Figure 1. Sequential cells colored by netlist name.
Drawn at 3 px/um. Other sequential cells in the stronger gray, the rest of the logic in the fainter gray.
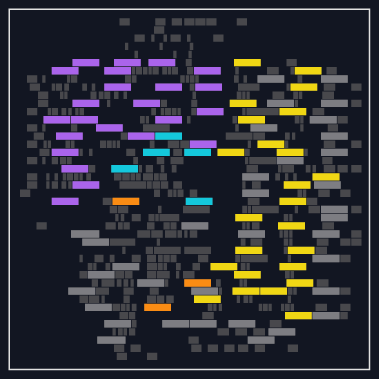
Figure 2. Cell area per tile.
Drawn at 3 px/um. 12 x 12 tiles, from black (low) to pale yellow (high), 0 to 100% covered.
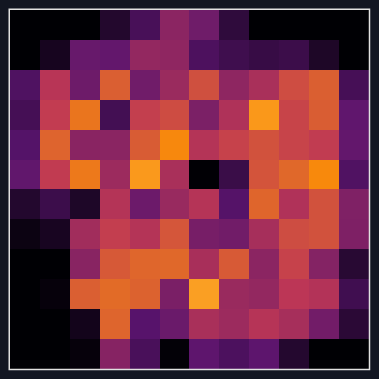
Figure 3. M2 wires.
Drawn at 3 px/um.
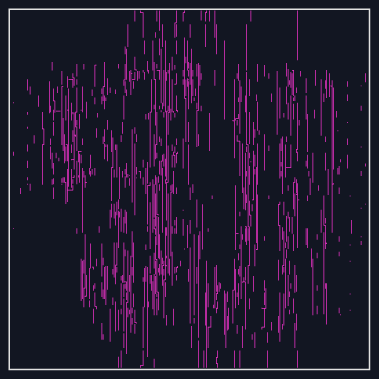
Figure 4. PDN straps and rails.
Drawn at 3 px/um. Pins as bars on the die edge.
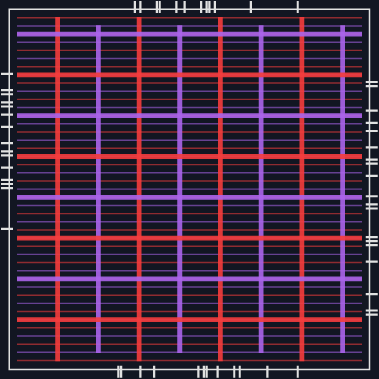
## src/rtl/dac_spi_master.sv

```systemverilog
`default_nettype none
// +-----------------------------------------------------------------------------+
// | dac_spi_master : SPI mode-0 shift engine driving the DAC serial pins        |
// | Revision 1.0                                                                |
// +-----------------------------------------------------------------------------+
module dac_spi_master #(
  parameter int DATA_W  = 24,
  parameter int CLK_DIV = 4,
  parameter int CS_GAP  = 2
) (
  input  logic              dac_clk,
  input  logic              rst_n,
  input  logic              tx_valid,
  output logic              tx_ready,
  input  logic [DATA_W-1:0] tx_data,
  output logic              rx_valid,
  output logic [DATA_W-1:0] rx_data,
  output logic              busy,
  output logic              dac_sck_o,
  output logic              dac_cs_n_o,
  output logic              dac_mosi_o,
  input  logic              dac_miso_i
);

  localparam int MAX_A = (CLK_DIV > CS_GAP) ? CLK_DIV : CS_GAP;
  localparam int MAX_V = (MAX_A > DATA_W) ? MAX_A : DATA_W;
  localparam int CNT_W = $clog2(MAX_V + 1);

  localparam logic [CNT_W-1:0] DIV_LAST = CNT_W'(CLK_DIV - 1);
  localparam logic [CNT_W-1:0] GAP_LAST = CNT_W'(CS_GAP - 1);
  localparam logic [CNT_W-1:0] BIT_LAST = CNT_W'(DATA_W - 1);
  localparam logic [CNT_W-1:0] CNT_ONE  = CNT_W'(1);

  typedef enum logic [2:0] {
    IDLE  = 3'd0,
    SETUP = 3'd1,
    SHIFT = 3'd2,
    HOLD  = 3'd3,
    GAP   = 3'd4
  } state_t;

  state_t            state, state_d;
  logic [CNT_W-1:0]  cnt, cnt_d;
  logic [CNT_W-1:0]  bit_cnt, bit_cnt_d;
  logic [DATA_W-1:0] tx_sh, tx_sh_d;
  logic [DATA_W-1:0] rx_sh, rx_sh_d;
  logic [DATA_W-1:0] rx_data_d;
  logic              tx_ready_d, busy_d, rx_valid_d;
  logic              sck_d, cs_n_d, mosi_d;
  logic              div_done;

  always_ff @(posedge dac_clk or negedge rst_n) begin
    if (!rst_n) begin
      state      <= IDLE;
      cnt        <= '0;
      bit_cnt    <= '0;
      tx_sh      <= '0;
      rx_sh      <= '0;
      rx_data    <= '0;
      tx_ready   <= 1'b1;
      busy       <= 1'b0;
      rx_valid   <= 1'b0;
      dac_sck_o  <= 1'b0;
      dac_cs_n_o <= 1'b1;
      dac_mosi_o <= 1'b0;
    end else begin
      state      <= state_d;
      cnt        <= cnt_d;
      bit_cnt    <= bit_cnt_d;
      tx_sh      <= tx_sh_d;
      rx_sh      <= rx_sh_d;
      rx_data    <= rx_data_d;
      tx_ready   <= tx_ready_d;
      busy       <= busy_d;
      rx_valid   <= rx_valid_d;
      dac_sck_o  <= sck_d;
      dac_cs_n_o <= cs_n_d;
      dac_mosi_o <= mosi_d;
    end
  end

  always_comb begin
    state_d    = state;
    cnt_d      = cnt;
    bit_cnt_d  = bit_cnt;
    tx_sh_d    = tx_sh;
    rx_sh_d    = rx_sh;
    rx_data_d  = rx_data;
    tx_ready_d = tx_ready;
    busy_d     = busy;
    rx_valid_d = 1'b0;
    sck_d      = dac_sck_o;
    cs_n_d     = dac_cs_n_o;
    mosi_d     = dac_mosi_o;
    div_done   = (cnt == DIV_LAST);

    case (state)
      IDLE: begin
        if (tx_valid && tx_ready) begin
          state_d    = SETUP;
          cnt_d      = '0;
          bit_cnt_d  = '0;
          tx_sh_d    = tx_data << 1;
          rx_sh_d    = '0;
          mosi_d     = tx_data[DATA_W-1];
          cs_n_d     = 1'b0;
          busy_d     = 1'b1;
          tx_ready_d = 1'b0;
        end
      end
      SETUP: begin
        if (div_done) begin
          cnt_d   = '0;
          sck_d   = 1'b1;
          state_d = SHIFT;
        end else begin
          cnt_d = cnt + CNT_ONE;
        end
      end
      SHIFT: begin
        if (div_done) begin
          cnt_d = '0;
          sck_d = ~dac_sck_o;
          // Falling edge closes the high phase: capture MISO, then launch the next MOSI bit.
          if (dac_sck_o) begin
            rx_sh_d = {rx_sh[DATA_W-2:0], dac_miso_i};
            if (bit_cnt == BIT_LAST) begin
              state_d = HOLD;
            end else begin
              bit_cnt_d = bit_cnt + CNT_ONE;
              mosi_d    = tx_sh[DATA_W-1];
              tx_sh_d   = tx_sh << 1;
            end
          end
        end else begin
          cnt_d = cnt + CNT_ONE;
        end
      end
      HOLD: begin
        if (div_done) begin
          cnt_d      = '0;
          cs_n_d     = 1'b1;
          mosi_d     = 1'b0;
          rx_data_d  = rx_sh;
          rx_valid_d = 1'b1;
          state_d    = GAP;
        end else begin
          cnt_d = cnt + CNT_ONE;
        end
      end
      GAP: begin
        if (cnt == GAP_LAST) begin
          cnt_d      = '0;
          busy_d     = 1'b0;
          tx_ready_d = 1'b1;
          state_d    = IDLE;
        end else begin
          cnt_d = cnt + CNT_ONE;
        end
      end
      default: begin
        state_d = IDLE;
      end
    endcase
  end

endmodule
`default_nettype wire
```

## config.mk

```make
export PLATFORM = sky130hd
export DESIGN_NAME = dac_spi_master
export DESIGN_NICKNAME = d
export VERILOG_FILES = /design/src/rtl/dac_spi_master.sv
export SDC_FILE = /design/constraint.sdc
export NUM_CORES = 1
export LEC_CHECK = 0
export CAP_MARGIN = 10
export CORE_MARGIN = 2
export CORE_UTILIZATION = 30
export DETAILED_ROUTE_END_ITERATION = 16
export PLACE_DENSITY_LB_ADDON = 0.2
export SYNTH_ARGS = -nofsm -noshare
export SYNTH_HDL_FRONTEND = slang
export SYNTH_SLANG_ARGS = --single-unit
```

## constraint.sdc

```tcl
create_clock -name dac_clk -period 2.7 [get_ports dac_clk]
set_clock_uncertainty 0.1 [all_clocks]
set_input_delay 0.405 -clock dac_clk [delete_from_list [all_inputs] [get_ports dac_clk]]
set_output_delay 0.405 -clock dac_clk [all_outputs]
set_load 0.005 [all_outputs]
```

==> results.txt <==
State of the implementation.

- The final net count is 476, for reference.
- The critical path class is flop to flop, for reference.
- The maximum single-stage delay on the critical path is 480 ps, for reference.
- The fraction of final cell area spent on non-clock buffers in this run is 0.131.
- Once routing completed, OpenROAD measured the worst setup slack at around 450 ps.
- The area fraction in xor and xnor cells is 0.00437, for reference.
- Setup repair after global routing left no endpoint under its margin.
- met2 is the most crowded layer.
- During tapcell insertion the tool placed 176 well taps.
- After layout, the buffer instance count without clock buffers stands at 68.
- In this run the maximum-capacitance check reported violations numbering 0.
- The transition time recorded at the tightest slew-check pin is 633 ps.
- For this run, the final setup violation count is recorded as 0.
- The power per cell area is 532 nW/um2, for reference.
- The TritonCTS clock tree is done, for reference.
- Grouping stages by cell kind, the critical path spends the most delay in AND-OR/OR-AND gates.
- The dominant kind of cell is sequential cells, for reference.
- The count of vias placed by the detailed router is 2977, for reference.
- The number of synthesized register bits is 90, for reference.
- The master of the slowest instance on the critical path is a2bb2oi_1, for reference.
- Per the cell usage report, the commonest logic cells after layout are 103 x nand2_1, 88 x dfrtp_1, 56 x clkdlybuf4s50_1.
- Measured against the total synthesized area, the mux share comes to 0.0756.
- The share of post-route cells with drive strength above 1 is 0.153, for reference.
- The combined area of all synthesized cells is 4010 um2, for reference.
- The die outline area is 14300 um2, for reference.
- The initial antenna violation count is 0, for reference.
- The commonest register cell is dfrtp_1.
- Listed in order, past its start point the critical path passes ha_1 > nor4b_4 > buf_4 > a2bb2oi_1 > o21ai_0 > a21o_2.
- The final number of hold-violating endpoints is 2, for reference.
- For this run, the detailed router reports a per-instance via density of 4.76.
- The maximum vdd ir drop is 0.274 mV, for reference.
- The area fraction of clock buffers and clock inverters is 0.0598, for reference.
- The placement summary gives the final routability congestion estimate as roughly 0.7.
- The skew report gives the latency at the later pin of the worst-skew pair as 330 ps.
- Counting cells, the worst reg-to-reg path comes to 6.
- The number of buffers created by CTS is 9, for reference.
- The clock buffer instance count of the final layout is 9, for reference.
- The count of cells in the finished layout, fillers not included, comes to approximately 630.
- Warnings reported by Yosys during synthesis add up to 0.
- Counting every net in the synthesized netlist gives 423.
- The overall power after layout is around 2.7 mW, for reference.
- The met2 track utilization from global routing is 0.206, for reference.
- Yosys mapped a number of flops with a built-in enable equal to 0.
- The routed wire length per instance is 13.3 um, for reference.
- The H-tree depth is 3, for reference.
- The length of routed met3 wiring is 322 um, for reference.
- The run finished, with violations left.
- Internal power comes to 2.12 mW.
- Per the post-place timing report, worst setup slack is 460 ps.
- In the final routing, the length of wire on met1 measures 3940 um.
- Of the total power, the clock network draws 0.469.
- The total buffers and inverters traversed by the critical path is 1, for reference.
- In the global route stage, met3 resource usage came out at 0.0318.
- The cell chosen for the clock root is clkbuf_16, for reference.
- The number of diodes added for antenna fixing is 0, for reference.
- Looking at the gate-level netlist, the highest instance count belongs to nand2_1.
- In the log, the iteration count for the first detailed-route pass is 4.
- The startpoint kind of the worst setup timing path is a flop, for reference.
- The post-synthesis cell count from yosys is ~390, for reference.
- Overall routing resource usage recorded by global route was 0.125.
- The horizontal die size is approximately 120 um, for reference.
- The area fraction in full adders, half adders and majority gates is 0.00937, for reference.
- The post-route antenna net violation count is 0, for reference.
- The tool warning count for the run is 27.
- The clock passes through at most 2 buffers.
- Ranked by instance count, the synthesized netlist is headed by 103 x nand2_1, 88 x dfrtp_1, 34 x o21ai_0.
- The relative contribution of sequential cells to total power is 0.503, for reference.
- For this run the aggregate overflow at the end of global routing stands at 0.
- Per the synthesis report, the simple-gate share of the synthesized area is 0.188.
- For reference, the critical path is launched at cnt[0].
- Entering global routing, the biggest net connects 50 pins.
- The sequential area share after synthesis is 0.563, for reference.
- The number of flip-flops and latches is 90, for reference.
- The time the worst path needs with I/O delays and setup is approximately 2300 ps, for reference.
- The number of buffers added on ports is around 57, for reference.
- The script extracted a total leakage power of 2.17 nW.
- The worst setup path is captured at a flop.
- Of the total power, combinational logic draws 0.027.
- The most common logic cell in the final layout is nand2_1.
- Switching power as a fraction of the total was reported as 0.213.
- The first global-routing pass estimated approximately 15000 um of wire.
- The power dissipated in combinational cells is roughly 0.074 mW, for reference.
- Counting flops with an async set or reset pin after synthesis yields a share of 1.00.
- The area recorded from the Yosys report for this design is approximately 4000 um2.
- The largest fanout on the critical path is 7, for reference.
- The max-slew check reports its worst relative slack as 0.578.
- After detailed routing, the total wire length is 8350 um.
- The final layout report lists a filler cell count of 1318.
- The post-CTS setup-driven buffer insertion count is 0, for reference.
- The layout-stage area growth over the synthesis result is 26.4%, for reference.
- The worst setup path endpoint is cnt[2], for reference.
- The number of different library cells used by synthesis comes to 47.
- The timing-limited maximum frequency is 444 MHz, for reference.
- Hold repair after CTS inserted 0 buffers.
- The total length of routed met2 wires is 4040 um, for reference.
- Hold timing on the final database bottoms out at a slack of -1.50 ps.
- The arrival time at the worst endpoint is 2380 ps, for reference.
- The checks that failed: hold timing.
- Row generation in the floorplan step produced about 42 rows.
- The total negative slack for setup checks is 0 ps, for reference.
- The cell area after placement is 4760 um2, for reference.
- The worst-case reg-to-reg setup slack stands at 450 ps.
- The number of cells produced by synthesis is approximately 390, for reference.
- The number of logic gates is about 270, for reference.
## Picture notes: Figure 1
[orange] `state` | sequential cells: 3
[cyan] `bit_cnt` | sequential cells: 5 | where: center
[purple] `tx_sh` | sequential cells: 23
[yellow] `rx_sh` | sequential cells: 24
not colored: 35
final core utilization: 0.385
combined flip-flop and latch cell area: 2250 um2
power in sequential cells: 1.35 mW
Seq/total area: 0.445

## Picture notes: Figure 2
tiles over 75% full: 2.1%
densest ninth of the die: east
nearly empty tiles: 15%
fullest tile: 79%
floorplan-stage core utilization: 0.305
core area: 13100 um2

## Picture notes: Figure 3
longest straight run: 50.7 um
wire length on this layer: 4040 um
nets with wire on the layer: 392

## Picture notes: Figure 4
[purple] VDD
[red] VSS
met1 rails: 43
signal pins: 58
met5 straps: 8
met4 straps: 8

Power is estimated from default activity; no workload was simulated.
